`src/rtl/seven_segment_readback.sv`:
```
// rtl/seven_segment_readback.sv - two-digit seven-segment readback decoder with stability filter
//
// Purpose:
//   Samples a time-multiplexed seven-segment digit bus (units first, then tens).
//   Each pattern is decoded back to a digit or blank.
//   Illegal and half-blank frames are rejected.
//   A value is published only after it has been seen for STABLE_FRAMES consecutive legal frames.
//
// Parameters:
//   STABLE_FRAMES  consecutive identical legal frames before publishing (1..15)
//   FRAME_TIMEOUT  max cycles spent waiting for the tens digit (>=1)
//
// Ports:
//   clk          clock, rising edge
//   rst          asynchronous active-high reset
//   seg_in       active-low segments, bit6=a .. bit0=g
//   digit_sel    0 = units digit, 1 = tens digit
//   seg_valid    seg_in/digit_sel qualifier
//   value_out    last published value, 7'h7F = blank display
//   value_valid  one-cycle pulse when value_out updates
//   seg_err      one-cycle pulse on an illegal or ambiguous frame
//   frame_tmo    one-cycle pulse when a partial frame is abandoned
//   err_count    (SEG_ERR_COUNT_EN only) saturating count of seg_err + frame_tmo pulses
//
// Optional feature macro: SEG_ERR_COUNT_EN
module seven_segment_readback #(
  parameter int STABLE_FRAMES = 2,
  parameter int FRAME_TIMEOUT = 1000
) (
  input  logic       clk,
  input  logic       rst,
  input  logic [6:0] seg_in,
  input  logic       digit_sel,
  input  logic       seg_valid,
  output logic [6:0] value_out,
  output logic       value_valid,
  output logic       seg_err,
  output logic       frame_tmo
`ifdef SEG_ERR_COUNT_EN
  ,
  output logic [7:0] err_count
`endif
);

  localparam logic [1:0] WAIT_UNITS = 2'd0;
  localparam logic [1:0] WAIT_TENS  = 2'd1;
  localparam logic [1:0] DECODE     = 2'd2;

  localparam int TW = (FRAME_TIMEOUT > 1) ? $clog2(FRAME_TIMEOUT) : 1;
  localparam logic [TW-1:0] TMO_LAST = TW'(FRAME_TIMEOUT - 1);
  localparam logic [3:0] SF = 4'(STABLE_FRAMES);

  logic [1:0]    state;
  logic [6:0]    units_q;
  logic [6:0]    tens_q;
  logic [TW-1:0] tmo_cnt;
  logic [6:0]    candidate;
  logic [3:0]    match_cnt;

  // Returns {legal, digit}; digit 4'hF marks the blank pattern.
  function automatic logic [4:0] decode_digit(input logic [6:0] p);
    logic [4:0] r;
    case (p)
      7'b0000001: r = 5'b1_0000;
      7'b1001111: r = 5'b1_0001;
      7'b0010010: r = 5'b1_0010;
      7'b0000110: r = 5'b1_0011;
      7'b1001100: r = 5'b1_0100;
      7'b0100100: r = 5'b1_0101;
      7'b0100000: r = 5'b1_0110;
      7'b0001111: r = 5'b1_0111;
      7'b0000000: r = 5'b1_1000;
      7'b0000100: r = 5'b1_1001;
      7'b1111111: r = 5'b1_1111;
      default:    r = 5'b0_0000;
    endcase
    return r;
  endfunction

  logic [4:0] du;
  logic [4:0] dt;
  logic       u_blank;
  logic       t_blank;
  logic       frame_err;
  logic [6:0] frame_val;
  logic [6:0] cand_next;
  logic [3:0] cnt_next;
  logic       publish;
  logic       tmo_fire;

  always_comb begin
    du        = decode_digit(units_q);
    dt        = decode_digit(tens_q);
    u_blank   = (du[3:0] == 4'hF);
    t_blank   = (dt[3:0] == 4'hF);
    // A half-blank frame is ambiguous (e.g. a scan glitch), so it is treated like an illegal one.
    frame_err = !du[4] || !dt[4] || (u_blank != t_blank);
    frame_val = u_blank ? 7'h7F : ({3'b000, dt[3:0]} * 7'd10 + {3'b000, du[3:0]});

    cand_next = candidate;
    cnt_next  = match_cnt;
    if (frame_val == candidate) begin
      if (match_cnt < SF) cnt_next = match_cnt + 4'd1;
    end else begin
      cand_next = frame_val;
      cnt_next  = 4'd1;
    end
    publish  = !frame_err && (cnt_next == SF) && (cand_next != value_out);

    // A tens sample or a units restart on the last cycle takes priority over the timeout.
    tmo_fire = (state == WAIT_TENS) && !seg_valid && (tmo_cnt == TMO_LAST);
  end

  always_ff @(posedge clk or posedge rst) begin
    if (rst) begin
      state       <= WAIT_UNITS;
      units_q     <= 7'h7F;
      tens_q      <= 7'h7F;
      tmo_cnt     <= '0;
      candidate   <= 7'h7F;
      match_cnt   <= 4'd0;
      value_out   <= 7'h7F;
      value_valid <= 1'b0;
      seg_err     <= 1'b0;
      frame_tmo   <= 1'b0;
    end else begin
      value_valid <= 1'b0;
      seg_err     <= 1'b0;
      frame_tmo   <= 1'b0;
      case (state)
        WAIT_UNITS: begin
          if (seg_valid && !digit_sel) begin
            units_q <= seg_in;
            tmo_cnt <= '0;
            state   <= WAIT_TENS;
          end
        end
        WAIT_TENS: begin
          if (seg_valid && digit_sel) begin
            tens_q <= seg_in;
            state  <= DECODE;
          end else if (seg_valid) begin
            units_q <= seg_in;
            tmo_cnt <= '0;
          end else if (tmo_fire) begin
            frame_tmo <= 1'b1;
            state     <= WAIT_UNITS;
          end else begin
            tmo_cnt <= tmo_cnt + TW'(1);
          end
        end
        DECODE: begin
          state <= WAIT_UNITS;
          if (frame_err) begin
            seg_err   <= 1'b1;
            match_cnt <= 4'd0;
          end else begin
            candidate <= cand_next;
            match_cnt <= cnt_next;
            if (publish) begin
              value_out   <= cand_next;
              value_valid <= 1'b1;
            end
          end
        end
        default: state <= WAIT_UNITS;
      endcase
    end
  end

`ifdef SEG_ERR_COUNT_EN
  always_ff @(posedge clk or posedge rst) begin
    if (rst) begin
      err_count <= 8'd0;
    end else if ((((state == DECODE) && frame_err) || tmo_fire) && (err_count != 8'hFF)) begin
      err_count <= err_count + 8'd1;
    end
  end
`endif

endmodule

```
`config.mk`:
```
export PLATFORM = sky130hd
export DESIGN_NAME = seven_segment_readback
export DESIGN_NICKNAME = d
export VERILOG_FILES = /design/src/rtl/seven_segment_readback.sv
export SDC_FILE = /design/constraint.sdc
export NUM_CORES = 1
export LEC_CHECK = 0
export CAP_MARGIN = 20
export CORE_AREA = 2 2 103 105
export CTS_BUF_LIST = sky130_fd_sc_hd__clkbuf_16
export CTS_CLUSTER_DIAMETER = 120
export DETAILED_ROUTE_END_ITERATION = 10
export DIE_AREA = 0 0 105 107
export HOLD_SLACK_MARGIN = 0.08
export PLACE_DENSITY = 0.57
export SETUP_SLACK_MARGIN = 0.5
export SYNTH_ARGS = -nofsm -noshare
export SYNTH_HDL_FRONTEND = slang
export SYNTH_SLANG_ARGS = --single-unit
```
`constraint.sdc`:
```
create_clock -name clk -period 12.27 [get_ports clk]
set_input_delay 3.681 -clock clk [delete_from_list [all_inputs] [get_ports clk]]
set_output_delay 3.681 -clock clk [all_outputs]
set_load 0.01 [all_outputs]
```
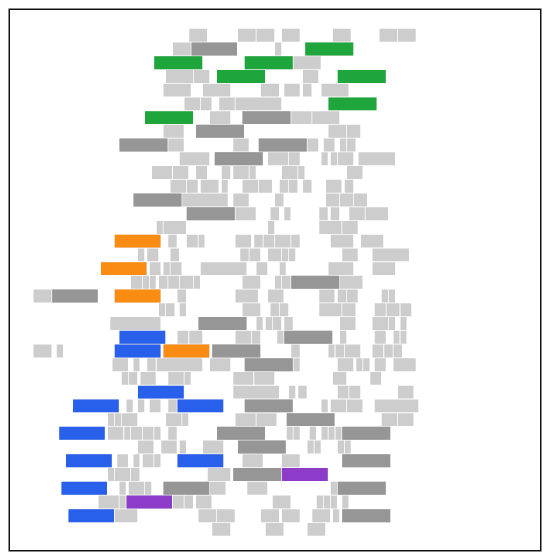
Figure 1: run 1, sequential cells colored by netlist name.
Other sequential cells in the stronger gray, the rest of the logic in the fainter gray.
[purple] state | flops: 2
[blue] tmo_cnt | flops: 10 | where: bottom left
[orange] match_cnt | flops: 4 | where: left middle
[green] value_out | flops: 7 | where: top middle
not colored: 24

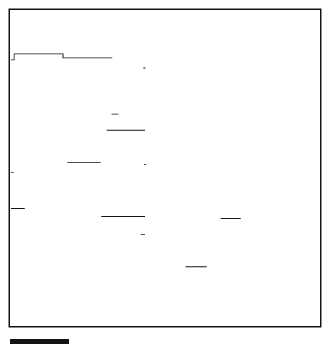
Figure 2: run 1, the metal 3 layer.
Bar = 20 um.
nets with wire on the layer: 7
wire length on this layer: 97.7 um
longest straight run: 16.6 um
main direction: horizontal
share of all routed wire: 1.7%

==> impl_metrics.toml, run 1 <==
# flow metrics
[worst_setup_path]
path_class = "primary input to flop"
cp-startpoint = "seg_valid"
rr_worst_depth = 14
critical_path.reg2reg.startpoint = "tens_q[4]"
r2r-end = "value_out[4]"
worstSetupPathDepth = 9
critical_path.endpoint_type = "flop"
cpPeakStageDelay_ns = 0.50

[clock_network]
max-clock-path-buffers = 2
cts_made_buffers = 5
post_cts_buffers = 0
clkSlewWorstSetupHoldPaths_ns = 0.07
tritoncts = "yes"

[detailed_routing]
detail_route.wl_per_cell_um = 12.7
postRouteAntennaNets = 0
highest_layer = "met4"
drt_first_pass_iters = 4
met1Wirelength_mm = 2.65
routed-via-count = 2134
viasPerCell = 4.76
routed_wl_mm = 5.70
wl_met2_mm = 2.88

[logic_synthesis]
area_leaders = "sky130_fd_sc_hd__dfstp_2, sky130_fd_sc_hd__dfrtp_1, sky130_fd_sc_hd__mux2_2, sky130_fd_sc_hd__xor2_1, sky130_fd_sc_hd__nand2_1"
numSynthFlops = 47
netlist_instances = 296
count_of_yosys_warnings_during_synthesis = 0
syn-mean-instance-area_um2 = 9.97
postSynth.asyncResetShare_pct = 100
synth_cell_type_count = 57
yosysMostFrequentCell = "sky130_fd_sc_hd__nand2_1"

[final_timing]
final.min_clock_period_ns = 5.65
finalHoldViolCount = 0
setup_viol_count_final = 0
final-max-slew-violation-count = 0
max-slew-margin-rel_pct = 63.6
timing.final.ws_setup_ns = 6.62
max_slew.worst_pin.slew_ns = 0.545

[floorplan]
fp-row-count = 37
dieWidth_um = 105
initCoreUtil_pct = 29.2
coreArea_um2 = 10100

[pwr]
powerComb_w = 0.000228
finalPower_w = 0.000620
largestPowerGroup = "sequential cells"

[global_route]
vias_in_the_first_global_route = 2060
maximum_number_of_pins_on_one_net_before_global_route_repair = 48
grt.met2_usage_pct = 18.8
antenna_found_initial = 0

[final_layout]
final.signal_inverter_count = 6
clock_tree_area_fraction_pct = 4.33
layout.nets = 332
areaGrowthSynthToFinish_pct = 15.6
stdcell_count = 448
combAreaFraction_pct = 47.5
num_antenna_cells = 0
num-fill-cells = 1069
top_area_cell_class = "logic gates"

[run_status]
outcome = "complete, no violations"

[run]
stage_log_warnings = 26

[min_path]
holdPathStages = 2
hold_path_startpoint = "candidate[5]"

[placed_design]
number_of_instances_in_the_placed_design = 438
io_buffers = 20
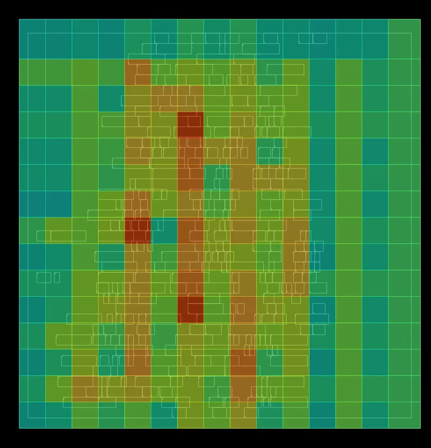
Figure 3: run 1, routing congestion map.
post-layout utilization of the core: 33.8%
met3 layer usage reported by global route: 1.76%

## run 1: logic make-up (layout without fill, tap and decap cells)
family	Yosys count	in the layout	synth area share, %
AND/OR/NAND/NOR	124	124	22.3
AND-OR/OR-AND	47	47	11.0
flip-flops	47	47	41.0
XOR/XNOR	26	26	7.71
multiplexers	22	22	9.20
buffers and inverters	20	36	3.98
adder cells (fa/ha/maj)	10	10	4.75
## run 1: worst min-delay path, cell delays in order, from the launching register on
cell	delay, ns
sky130_fd_sc_hd__dfstp_2	0.37
sky130_fd_sc_hd__nand2_1	0.05
sky130_fd_sc_hd__o21ai_0	0.07
## run 1: state kept, by name (all words and copies together) (netlist names)
register and cells:
seg_err 1, value_valid 1, match_cnt 4, candidate 7, value_out 7, frame_tmo 1, tmo_cnt 10, units_q 7
state 2, tens_q 7
==> inputs of run 2 (changes only) <==
==> constraint.sdc (replaced) <==
create_clock -name clk -period 5.9 [get_ports clk]
set_input_delay 1.77 -clock clk [delete_from_list [all_inputs] [get_ports clk]]
set_output_delay 1.77 -clock clk [all_outputs]
set_load 0.01 [all_outputs]
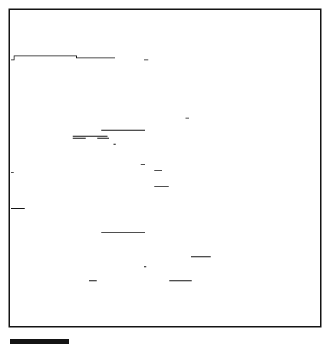
Figure 4: run 2, the metal 3 layer.
Bar = 20 um.
main direction: horizontal
nets with wire on the layer: 12
share of all routed wire: 2.0%
longest straight run: 21.2 um
wire length on this layer: 117 um

==> impl_metrics.toml, run 2 <==
# flow metrics
[run_status]
outcome = "complete, no violations"

[final_layout]
areaGrowthSynthToFinish_pct = 15.1
post_layout_utilization_of_the_core_pct = 33.7
largest_reg_flops = 10
largest-register = "tmo_cnt"
final_cell_mix = "sky130_fd_sc_hd__nand2_1, sky130_fd_sc_hd__nor2_1, sky130_fd_sc_hd__dfstp_2"
layout.area.comb_um2 = 1620
layout.nets = 332
layout-drive-gt1-share_pct = 22.8
final_layout_top_logic_cell = "sky130_fd_sc_hd__nand2_1"
num-fill-cells = 1065
num_antenna_cells = 0
stdcell_count = 448

[worst_setup_path]
cpPeakStageDelay_ns = 0.62
crit_path_max_fanout = 10
startpoint_types = "flop"
r2r_slack_ns = 1.49
path_delay_family = "adder cells"
worstSetupPathDepth = 14
cp-startpoint = "tens_q[4]"
path_class = "flop to flop"
worstPathRequired_ns = 6.12
critical_path.endpoint_type = "flop"
critical_path.reg2reg.startpoint = "tens_q[4]"
rr_worst_depth = 14
r2r-end = "value_out[2]"

[logic_synthesis]
ys_sh_mux_pct = 9.20
netlist_instances = 296
count_of_yosys_warnings_during_synthesis = 0
area_leaders = "sky130_fd_sc_hd__dfstp_2, sky130_fd_sc_hd__dfrtp_1, sky130_fd_sc_hd__mux2_2, sky130_fd_sc_hd__xor2_1, sky130_fd_sc_hd__nand2_1"
ys_sh_simple_pct = 22.3
ys_cells = 296
yosysMostFrequentCell = "sky130_fd_sc_hd__nand2_1"
fa_ha_area_share_pct = 4.75
syn-mean-instance-area_um2 = 9.97
ys_sh_xor_pct = 7.72
postSynth.asyncResetShare_pct = 100
synthDominantAreaCellType = "sky130_fd_sc_hd__dfstp_2"
post_synth_ao_oa_area_fraction_pct = 11.0
ff_type = "sky130_fd_sc_hd__dfstp_2"
numSynthFlops = 47
synth_cell_type_count = 57
netlist_logic_family_top = "simple AND/OR/NAND/NOR gates"
top_area_share_pct = 24.9
post_synthesis_cell_area_um2 = 2950
yosysChipArea_um2 = 2950
synth.yosys.seq_area_share_pct = 41.0
top_cells_by_count_synth = "sky130_fd_sc_hd__nand2_1, sky130_fd_sc_hd__nor2_1, sky130_fd_sc_hd__dfstp_2, sky130_fd_sc_hd__dfrtp_1, sky130_fd_sc_hd__xor2_1"

[global_route]
vias_in_the_first_global_route = 2202
maximum_number_of_pins_on_one_net_before_global_route_repair = 48
grt_usage_pct = 11.4
gr-usage-met3_pct = 1.64
antenna_found_initial = 0
grt.overflow.total = 0
grt.met2_usage_pct = 20.8

[final_timing]
worst_clock_skew_ns = 0.00838
rsz0062_at_grt = "no"
setup_viol_count_final = 0
max_slew.worst_pin.slew_ns = 0.578
final.min_clock_period_ns = 4.41
finalHoldViolCount = 0
fmax_mhz = 227
period_utilisation_layout_pct = 74.8
max-slew-margin-rel_pct = 61.1
final-max-slew-violation-count = 0

[pwr]
finalPower_w = 0.00129
power.density_nw_per_um2 = 380
power_leakage_nw = 1.47
irDropWorstVdd_uv = 111

[detailed_routing]
routed_wl_mm = 5.92
wl_met2_mm = 3.00
drt_first_pass_iters = 4
drcViolationCount = 0
postRouteAntennaNets = 0
viasPerCell = 4.85
routed-wl-met3_um = 117
highest_layer = "met4"
routed-via-count = 2171
met1Wirelength_mm = 2.71
detail_route.wl_per_cell_um = 13.2

[placed_design]
number_of_instances_in_the_placed_design = 439
io_buffers = 20

[min_path]
hold_path.class = "flop to flop"
holdPathStages = 2
hold_path_startpoint = "candidate[5]"

[floorplan]
dieWidth_um = 105
die_h_um = 107
fp-row-count = 37
coreArea_um2 = 10100
initCoreUtil_pct = 29.2
fp.dieArea_um2 = 11200

[clock_network]
postCtsResizedCells = 0
max-clock-path-buffers = 2
clkSlewWorstSetupHoldPaths_ns = 0.07
post_cts_buffers = 0
tritoncts = "yes"
cts_made_buffers = 5
clock-sinks = 47
clk-insertion-delay-late_ns = 0.29

[run]
stage_log_warnings = 26
run 2: cell counts after synthesis:
No cell type changed its count.
run 2: power breakdown:
group	switching [W]	total [W]	internal (W)	leakage, nW
combinational	0.000264	0.000485	0.000220	0.849
sequential	0.000114	0.000524	0.000410	0.550
clock	0.000126	0.000283	0.000157	0.0740
run 2: cell type report:
cell class / count / area share, %
clock buffer: 5 / 3.68
timing repair buffer: 22 / 6.70
sequential: 47 / 35.6
inverter: 6 / 0.663
clock inverter: 3 / 0.552
tap: 136 / 5.01
multi-input combinational: 229 / 47.8
run 2: through the flow:
| step | area (um^2) | worst slack [ns] |
|---|---|---|
| floorplan | 2950 | 1.86 |
| global placement | 3230 | 1.62 |
| detailed placement | 3230 | 1.52 |
| CTS | 3380 | 1.48 |
| global route | 3400 | 1.17 |
| finish | 3400 | 1.49 |
No activity file was given, so power comes from the tool's default toggle rates.
